--- config.mk ---
export PLATFORM = sky130hd
export DESIGN_NAME = cpucore_rd_arb
export DESIGN_NICKNAME = d
export VERILOG_FILES = /design/src/rtl/cpucore_axi_pkg.sv /design/src/rtl/rr_arb2.sv /design/src/rtl/cpucore_rd_arb.sv
export SDC_FILE = /design/constraint.sdc
export NUM_CORES = 1
export LEC_CHECK = 0
export ABC_CLOCK_PERIOD_IN_PS = 3700
export CAP_MARGIN = 20
export CORE_AREA = 2 2 220 222
export CTS_CLUSTER_DIAMETER = 100
export DETAILED_ROUTE_END_ITERATION = 7
export DIE_AREA = 0 0 222 224
export PLACE_DENSITY = 0.38
export SLEW_MARGIN = 40
export SYNTH_ARGS = -nofsm -noshare
export SYNTH_HDL_FRONTEND = slang
export SYNTH_SLANG_ARGS = --single-unit
--- constraint.sdc ---
create_clock -name ref_clk -period 3.7 [get_ports ref_clk]
set_clock_uncertainty 0.1 [all_clocks]
set_input_delay 0.74 -clock ref_clk [delete_from_list [all_inputs] [get_ports ref_clk]]
set_output_delay 0.74 -clock ref_clk [all_outputs]
set_load 0.01 [all_outputs]
--- src/rtl/cpucore_axi_pkg.sv ---
// Shared AXI width constants and the address-channel arbiter state encoding
// for the cpucore read path.
package cpucore_axi_pkg;
  localparam int ADDR_W  = 32;
  localparam int ID_W    = 8;   // downstream ID; MSB carries the master index
  localparam int DATA_W  = 128;
  localparam int LEN_W   = 4;   // ARLEN and ARSIZE width
  localparam int NUM_MST = 2;
  localparam int CNT_W   = 4;   // outstanding counters, MAX_OUTSTD <= 15

  typedef enum logic {
    ST_IDLE  = 1'b0,
    ST_ISSUE = 1'b1
  } arb_state_e;
endpackage

--- src/rtl/rr_arb2.sv ---
// Two-way round-robin grant, purely combinational.
//   req[1:0] : eligible requesters
//   last     : index of the requester granted most recently
//   gnt[1:0] : one-hot grant (zero when nothing requests)
module rr_arb2 (
  input  logic [1:0] req,
  input  logic       last,
  output logic [1:0] gnt
);
  always_comb begin
    gnt = req;
    // on a tie the requester that did not win last time goes first
    if (&req) gnt = last ? 2'b01 : 2'b10;
  end
endmodule

--- src/rtl/cpucore_rd_arb.sv ---
// Read-channel arbiter merging two upstream AXI read masters (m0, m1) onto a
// single downstream port (cpucore_mst_*).
//   AR: round-robin grant in IDLE, upstream ARREADY is combinational for the
//       winner, payload registered and presented downstream during ISSUE.
//       Downstream ARID = {master index, upstream ARID}.
//   R : routed combinationally on cpucore_mst_RID[7]. A beat arriving for a
//       master with nothing outstanding is sunk and raises sticky error_fiq.
//   Per-master outstanding counters block grants at MAX_OUTSTD.
// Optional: define CPUCORE_RD_ARB_PERF_EN to add m0_gnt_cnt / m1_gnt_cnt,
// saturating 16-bit grant counters.
module cpucore_rd_arb
  import cpucore_axi_pkg::*;
#(
  parameter int MAX_OUTSTD = 4
) (
  input  logic                ref_clk,
  input  logic                sys_rst,
  // upstream master 0
  input  logic [ADDR_W-1:0]   m0_ARADDR,
  input  logic [ID_W-2:0]     m0_ARID,
  input  logic [LEN_W-1:0]    m0_ARLEN,
  input  logic [LEN_W-1:0]    m0_ARSIZE,
  input  logic                m0_ARVALID,
  output logic                m0_ARREADY,
  output logic [ID_W-2:0]     m0_RID,
  output logic [DATA_W-1:0]   m0_RDATA,
  output logic [1:0]          m0_RRESP,
  output logic                m0_RLAST,
  output logic                m0_RVALID,
  input  logic                m0_RREADY,
  // upstream master 1
  input  logic [ADDR_W-1:0]   m1_ARADDR,
  input  logic [ID_W-2:0]     m1_ARID,
  input  logic [LEN_W-1:0]    m1_ARLEN,
  input  logic [LEN_W-1:0]    m1_ARSIZE,
  input  logic                m1_ARVALID,
  output logic                m1_ARREADY,
  output logic [ID_W-2:0]     m1_RID,
  output logic [DATA_W-1:0]   m1_RDATA,
  output logic [1:0]          m1_RRESP,
  output logic                m1_RLAST,
  output logic                m1_RVALID,
  input  logic                m1_RREADY,
  // downstream
  output logic [ADDR_W-1:0]   cpucore_mst_ARADDR,
  output logic [ID_W-1:0]     cpucore_mst_ARID,
  output logic [LEN_W-1:0]    cpucore_mst_ARLEN,
  output logic [LEN_W-1:0]    cpucore_mst_ARSIZE,
  output logic                cpucore_mst_ARVALID,
  input  logic                cpucore_mst_ARREADY,
  input  logic [ID_W-1:0]     cpucore_mst_RID,
  input  logic [DATA_W-1:0]   cpucore_mst_RDATA,
  input  logic [1:0]          cpucore_mst_RRESP,
  input  logic                cpucore_mst_RLAST,
  input  logic                cpucore_mst_RVALID,
  output logic                cpucore_mst_RREADY,
  output logic                error_fiq
`ifdef CPUCORE_RD_ARB_PERF_EN
  ,
  output logic [15:0]         m0_gnt_cnt,
  output logic [15:0]         m1_gnt_cnt
`endif
);

  arb_state_e                     state;
  logic                           last_q;
  logic [NUM_MST-1:0][CNT_W-1:0]  out_cnt;
  logic [NUM_MST-1:0]             elig, gnt, inc, dec;
  logic                           r_sel, err_beat;

  // ---------------- AR arbitration ----------------
  always_comb begin
    elig[0] = (state == ST_IDLE) & m0_ARVALID & (out_cnt[0] < CNT_W'(MAX_OUTSTD));
    elig[1] = (state == ST_IDLE) & m1_ARVALID & (out_cnt[1] < CNT_W'(MAX_OUTSTD));
  end

  rr_arb2 u_rr (
    .req  (elig),
    .last (last_q),
    .gnt  (gnt)
  );

  // grant implies ARVALID, so the grant itself is the upstream handshake
  assign m0_ARREADY = gnt[0];
  assign m1_ARREADY = gnt[1];
  assign inc        = gnt;

  always_ff @(posedge ref_clk) begin
    if (sys_rst) begin
      state               <= ST_IDLE;
      last_q              <= 1'b1;
      cpucore_mst_ARVALID <= 1'b0;
      cpucore_mst_ARADDR  <= '0;
      cpucore_mst_ARID    <= '0;
      cpucore_mst_ARLEN   <= '0;
      cpucore_mst_ARSIZE  <= '0;
    end else begin
      case (state)
        ST_IDLE: if (|gnt) begin
          state               <= ST_ISSUE;
          last_q              <= gnt[1];
          cpucore_mst_ARVALID <= 1'b1;
          cpucore_mst_ARADDR  <= gnt[1] ? m1_ARADDR : m0_ARADDR;
          cpucore_mst_ARID    <= gnt[1] ? {1'b1, m1_ARID} : {1'b0, m0_ARID};
          cpucore_mst_ARLEN   <= gnt[1] ? m1_ARLEN  : m0_ARLEN;
          cpucore_mst_ARSIZE  <= gnt[1] ? m1_ARSIZE : m0_ARSIZE;
        end
        ST_ISSUE: if (cpucore_mst_ARREADY) begin
          state               <= ST_IDLE;
          cpucore_mst_ARVALID <= 1'b0;
        end
        default: state <= ST_IDLE;
      endcase
    end
  end

  // ---------------- R routing ----------------
  assign r_sel    = cpucore_mst_RID[ID_W-1];
  // a beat for a master with nothing in flight is misrouted: swallow it
  assign err_beat = cpucore_mst_RVALID & (out_cnt[r_sel] == '0);

  assign m0_RID   = cpucore_mst_RID[ID_W-2:0];
  assign m1_RID   = cpucore_mst_RID[ID_W-2:0];
  assign m0_RDATA = cpucore_mst_RDATA;
  assign m1_RDATA = cpucore_mst_RDATA;
  assign m0_RRESP = cpucore_mst_RRESP;
  assign m1_RRESP = cpucore_mst_RRESP;
  assign m0_RLAST = cpucore_mst_RLAST;
  assign m1_RLAST = cpucore_mst_RLAST;

  assign m0_RVALID = cpucore_mst_RVALID & ~r_sel & ~err_beat;
  assign m1_RVALID = cpucore_mst_RVALID &  r_sel & ~err_beat;
  assign cpucore_mst_RREADY = err_beat | (r_sel ? m1_RREADY : m0_RREADY);

  always_comb begin
    for (int i = 0; i < NUM_MST; i++)
      dec[i] = cpucore_mst_RVALID & cpucore_mst_RREADY & cpucore_mst_RLAST &
               ~err_beat & (r_sel == 1'(i));
  end

  // ---------------- outstanding counters / error flag ----------------
  always_ff @(posedge ref_clk) begin
    if (sys_rst) begin
      out_cnt   <= '0;
      error_fiq <= 1'b0;
    end else begin
      for (int i = 0; i < NUM_MST; i++) begin
        if (inc[i] & ~dec[i])      out_cnt[i] <= out_cnt[i] + 1'b1;
        else if (dec[i] & ~inc[i]) out_cnt[i] <= out_cnt[i] - 1'b1;
      end
      if (err_beat) error_fiq <= 1'b1;
    end
  end

`ifdef CPUCORE_RD_ARB_PERF_EN
  logic [NUM_MST-1:0][15:0] gnt_cnt_q;

  always_ff @(posedge ref_clk) begin
    if (sys_rst) gnt_cnt_q <= '0;
    else
      for (int i = 0; i < NUM_MST; i++)
        if (gnt[i] && gnt_cnt_q[i] != 16'hFFFF) gnt_cnt_q[i] <= gnt_cnt_q[i] + 16'd1;
  end

  assign m0_gnt_cnt = gnt_cnt_q[0];
  assign m1_gnt_cnt = gnt_cnt_q[1];
`endif

endmodule

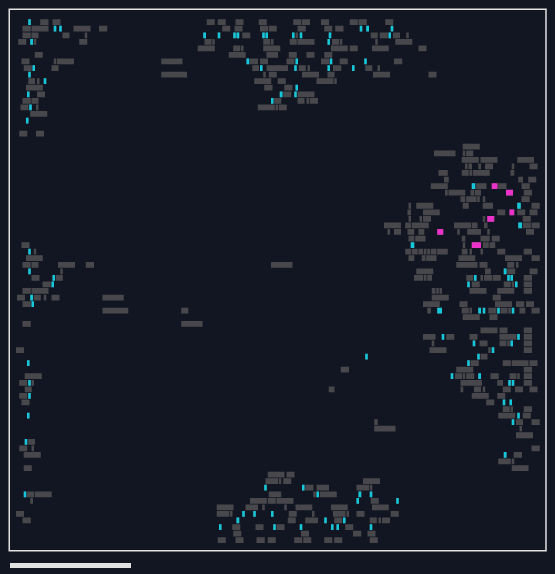
run_1/gates.png
Scale bar: 50 um.
Key: and/or cells = magenta [cells 6, most used or4_1]; nand cells = cyan [cells 99, most used nand2_1, where spread over the die]

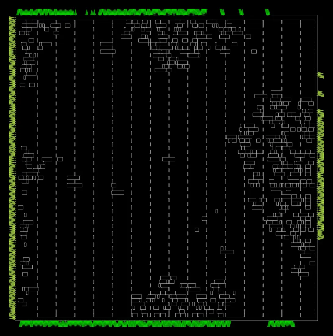
run_1/placed.png
Util after Layout: 0.116
Seq cells: 60
site row count: 80

==> results_slide.txt, run 1 <==
Key Metrics from the Run

Global routing
  • Initial antenna violation count: 0
  • All-Layer GR Usage: 0.0866
  • Remaining global-route overflow: 0
  • Largest net degree at the start of global routing: 71

Final layout
  • Share of cells above drive strength 1: 0.0906
  • Sequential Area: 1200 sq um
  • Fillers: 5516
  • Antenna cell count: 0
  • Logic area: 1490 sq um

Place
  • Placed instance count: 1108
  • Dpl hpwl: 17100 um
  • Setup WS pre-CTS: 0.0432 ns

Synth
  • Syn Area/Cell: 7.86 sq um
  • Largest area contributor in the synthesized netlist: buf_4
  • Yosys chip area: 4900 sq um
  • Distinct cells, synth: 33
  • Area leader share: 0.423
  • Flip-flops with a built-in enable: 0
  • Floorplan net count: 873
  • Top cells by area: buf_4 42%, dfxtp_1 25%, nand2_1 7.2%
  • Synth warn: 0

Critical path
  • Critical path class: input pin to primary output
  • Critical Path AT: 2.73 ns
  • CP max stage delay: 0.54 ns
  • Max stage delay cell, worst path: clkdlybuf4s50_1
  • Crit path capture type: primary output
  • Most used cell, CP: clkdlybuf4s50_1
  • Worst-path maximum fanout: 3

STA
  • Slew Viols, Final: 0
  • Unrepaired setup endpoints after global routing: no
  • Worst slew margin: 0.546
  • Slew at the pin closest to its max-slew limit: 0.681 ns
  • Final period utilization: 0.965
  • Final hold violations: 0
  • Worst Slack Setup Final: 0.130 ns
  • Crit path time final: 3.57 ns
  • FMAX: 280 MHz
  • Total Negative Setup Slacks: 0 ns

Power
  • Sequential Power Share: 0.265
  • Power Dens Cells: 733 nW/um^2
  • Leak pwr: 1.92 nW
  • Power Total: 4.04 mW
  • Sw Pwr: 1.57 mW
  • Internal power: 2.47 mW
  • Combinational fraction of design power: 0.491
  • Switching share of power: 0.388

CTS
  • Post-CTS Repair Setup Buffers: 0
  • Post-CTS Resized: 0
  • CTS Hold Bufs: 0
  • Cts bufs inserted: 9
  • CTS HTree Levels: 3
  • CTS Root Cell: clkbuf_16

Drt
  • Total number of vias: 3458
  • Pre-antenna DRT Iters: 4
  • Via/cell ratio: 3.08

Run
  • Max-cap violations: 0

Die
  • # IOs: 572
  • Core Box Area: 47300 sq um
  • Die H: 224 um

Status
  • Status: complete, no violations

Worst hold path
  • Hold crit path type: flop to flop
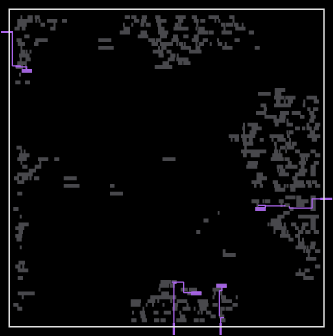
run_1/port_trees.png
Key: `cpucore_mst_ARSIZE` = purple [bits 4, direction output, edge 2 bottom, 1 right, 1 left, end cells 4, buffers 4, wire 191 um]

run 1: critical path: cells and delay by family:
family	cells	cell delay (ns)
AND-OR/OR-AND	1	0.38
buffers and inverters	4	1.23
AND/OR/NAND/NOR	1	0.38
run 1: placed cells by master (no fill, tap or decap), drive strengths merged, types with 2 or more instances in the layout:
cell type / synthesis / routed
bufinv: 0 / 2
or4: 2 / 2
or3b: 2 / 2
inv: 5 / 5
fa: 2 / 2
nor2b: 3 / 3
a211oi: 3 / 3
ha: 6 / 6
mux2: 2 / 2
clkdlybuf4s50: 0 / 159
nand3: 4 / 4
clkbuf: 20 / 11
a21oi: 8 / 8
buf: 285 / 15
xor2: 2 / 2
a31oi: 2 / 2
nor2: 65 / 65
mux2i: 3 / 3
clkinv: 0 / 2
a311oi: 47 / 47
dfxtp: 60 / 60
nand2: 94 / 94
xnor2: 2 / 2
run 1: layout make-up:
type,instances,area share
multi-input combinational,254,0.270
clock inverter,4,0.0134
sequential,60,0.218
tap,615,0.140
clock buffer,11,0.0441
inverter,5,0.00341
timing repair buffer,174,0.312
run 1: cells by family after synthesis:
logic type	share of synthesized area
buffers and inverters	0.454
XOR/XNOR	0.00715
AND/OR/NAND/NOR	0.142
AND-OR/OR-AND	0.118
adder cells (fa/ha/maj)	0.0235
multiplexers	0.0107
flip-flops	0.245
run 1: per-layer routing:
metal | global-route usage | vias up | share of wire | wire (um)
met3 | 0.0821 | 57 | 0.19 | 4060
met4 | 0.0442 | 2 | 0.041 | 884
met1 | 0.0661 | 1476 | 0.29 | 6160
li1 | - | 1525 | - | -
met5 | 0.0117 | - | 0.0030 | 65
met2 | 0.144 | 398 | 0.48 | 10400
run 1: power groups by stage:
stage	clock network [mW]	logic, mW	registers, mW
finish	0.988	1.98	1.07
floorplan	0	1.26	1.16
global route	1.08	2.21	1.11
detailed placement	0	2.04	1.09
global placement	0	2.02	1.08
CTS	1.06	2.04	1.08
run 1: worst paths after layout:
path                        from                  end  slack, ns
max                   m1_ARVALID           m1_ARREADY       0.13
min reg2reg  cpucore_mst_ARID[7]  cpucore_mst_ARID[7]       0.38
min          cpucore_mst_ARID[7]  cpucore_mst_ARID[7]       0.38
max reg2reg           out_cnt[4]           out_cnt[7]       0.81
run 1: registers in the layout (all words and copies together) (netlist names):
| name | flops |
|---|---|
| state | 1 |
| out_cnt | 8 |
| error_fiq | 1 |
| cpucore_mst_ARADDR | 32 |
| last_q | 1 |
| cpucore_mst_ARVALID | 1 |
| cpucore_mst_ARLEN | 4 |
| cpucore_mst_ARSIZE | 4 |
| cpucore_mst_ARID | 8 |
run 1: through the flow:
stage,util,area [sq um]
finish,0.116,5510
global route,0.116,5510
CTS,0.116,5510
detailed placement,0.110,5190
global placement,0.110,5190
floorplan,-,4900
==> run 2, diff against run 1 <==
ABC_CLOCK_PERIOD_IN_PS = 3350   (was 3700)
HOLD_SLACK_MARGIN = 0.08   (was default)
clock period = 3.35 ns   (was 3.7 ns; I/O delays follow)
==> results_slide.txt, run 2 <==
Key Metrics from the Run

Die
  • Core Box Area: 47300 sq um (unchanged)
  • Site row count: 80 (unchanged)
  • Die H: 224 um (unchanged)
  • # IOs: 572 (unchanged)

Synth
  • Area leader share: 0.423 (unchanged)
  • Synth warn: 0 (unchanged)
  • Floorplan net count: 873 (unchanged)
  • Top cells by area: buf_4 42%, dfxtp_1 25%, nand2_1 7.2%
  • Flip-flops with a built-in enable: 0 (unchanged)
  • Syn Area/Cell: 7.86 sq um (unchanged)
  • Largest area contributor in the synthesized netlist: buf_4
  • Yosys chip area: 4900 sq um (unchanged)

Final layout
  • Biggest register: cpucore_mst_ARADDR
  • Max FFs per register: 32 (unchanged)
  • Share of cells above drive strength 1: 0.0994 (+0.00886)
  • Largest registers: cpucore_mst_ARADDR: 32 flops, cpucore_mst_ARID: 8 flops, out_cnt: 8 flops
  • Fillers: 5451 (-1.2%)
  • Antenna cell count: 0 (unchanged)
  • Most frequent logic cell in the layout: clkdlybuf4s50_1
  • Commonest cells after routing, fill and taps aside: 158 x clkdlybuf4s50_1, 94 x nand2_1, 65 x nor2_1, 60 x dfxtp_1, 37 x a311oi_1

Global routing
  • Initial antenna violation count: 0 (unchanged)
  • Remaining global-route overflow: 0 (unchanged)
  • Largest net degree at the start of global routing: 71 (unchanged)
  • All-Layer GR Usage: 0.0865 (-0.000190)

Critical path
  • Worst-path maximum fanout: 2 (-1)
  • Critical path class: input pin to primary output
  • R2r setup slk: 0.50 ns (-0.31 ns)
  • Critical Path AT: 2.47 ns (-0.26 ns)
  • Reg-to-reg endpoint: out_cnt[7]
  • CP Launch Point: m0_ARVALID
  • Crit path capture type: primary output
  • Worst flop-to-flop path startpoint: out_cnt[7]

Power
  • Leak pwr: 1.92 nW (+0.36%)
  • Power Dens Cells: 800 nW/um^2 (+9.2%)
  • Power Total: 4.41 mW (+9.2%)

CTS
  • CTS HTree Levels: 3 (unchanged)
  • CTS Root Cell: clkbuf_16
  • Post-CTS Repair Setup Buffers: 0 (unchanged)

STA
  • Worst Slack Setup Final: 0.110 ns (-0.0194 ns)
  • Crit path time final: 3.24 ns
  • Worst slew margin: 0.509 (-0.0368)
  • Final hold violations: 0 (unchanged)
  • Slew at the pin closest to its max-slew limit: 0.736 ns (+0.0552 ns)
  • FMAX: 309 MHz
  • Unrepaired setup endpoints after global routing: no
  • Total Negative Setup Slacks: 0 ns (unchanged)
  • Slew Viols, Final: 0 (unchanged)

Worst hold path
  • Hold crit path type: flop to flop
  • Hold_sp: error_fiq

Drt
  • Via/cell ratio: 3.05 (-0.85%)
  • Pre-antenna DRT Iters: 4 (unchanged)

Run
  • Max-cap violations: 0 (unchanged)

Status
  • Status: complete, no violations
run 2: cell counts after synthesis:
No cell type changed its count.
run 2: how the worst max path moves through the flow:
stage and endpoint:
2_1_floorplan out_cnt[7], 3_3_place_gp out_cnt[7], 3_5_place_dp out_cnt[7], 4_1_cts m0_ARREADY
5_1_grt m0_ARREADY, 6_report m0_ARREADY
run 2: where the power goes:
part | total, mW | switching [mW] | internal [mW]
Combinational | 2.23 | 1.15 | 1.08
Clock | 1.00 | 0.429 | 0.573
Sequential | 1.18 | 0.177 | 1.00
Total | 4.41 | 1.76 | 2.65
run 2: per-layer routing:
layer  up-vias  share of wire  global-route usage  wire length (um)
met5         -         0.0030              0.0117                65
met4         2          0.037              0.0432               817
met3        57           0.21              0.0863              4500
met2       412           0.47               0.137             10200
met1      1442           0.29              0.0690              6310
li1       1531              -                   -                 -
run 2: cell families after synthesis:
family          count (synthesis)  share of synthesized area
fa+ha+maj                       8                     0.0235
simple gates                  174                      0.142
flops                          60                      0.245
compound gates                 63                      0.118
xor+xnor                        4                    0.00715
mux                             5                     0.0107
buf+inv                       310                      0.454
run 2: layout make-up:
class                           count  area [sq um]  share of cell area
Clock buffer                       11           233              0.0422
Clock inverter                      5          52.6             0.00953
Inverter                            5          18.8             0.00341
Multi-Input combinational cell    254          1490               0.271
Sequential cell                    60          1200               0.218
Tap cell                          615           769               0.140
Timing Repair Buffer              178          1750               0.317
run 2: metrics by stage:
stage | instance area (sq um) | instances
floorplan | 4900 | 624
global placement | 5220 | 1112
detailed placement | 5220 | 1112
CTS | 5510 | 1128
global route | 5510 | 1128
finish | 5510 | 1128
run 2: timing repair:
item,4_1_cts,5_1_grt
resized,1,1
setup endpoints to repair,1,1
hold buffers,0,0
run 2: worst max-delay path: stages:
cell	delay, ns
clkdlybuf4s50_1	0.48
or3b_2	0.47
nor3_2	0.20
buf_4	0.13
clkdlybuf4s50_1	0.52
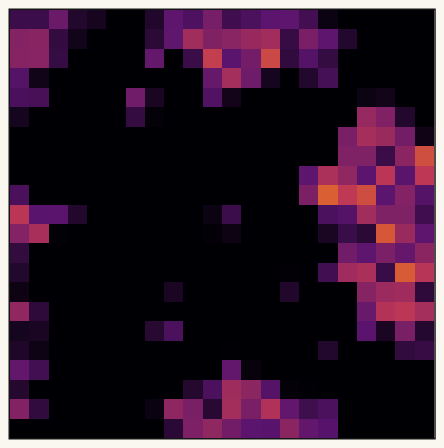
run_2/util_map.png
22 x 22 tiles, from black (low) to pale yellow (high), 0 to 100% covered.
63% of the tiles are nearly empty. The emptiest ninth of the die: middle. The fullest tile reaches 62%. The densest ninth of the die: right middle. The mean over all tiles is 9.5%.

Power figures rest on the tool's default switching activity, not on a simulated workload.
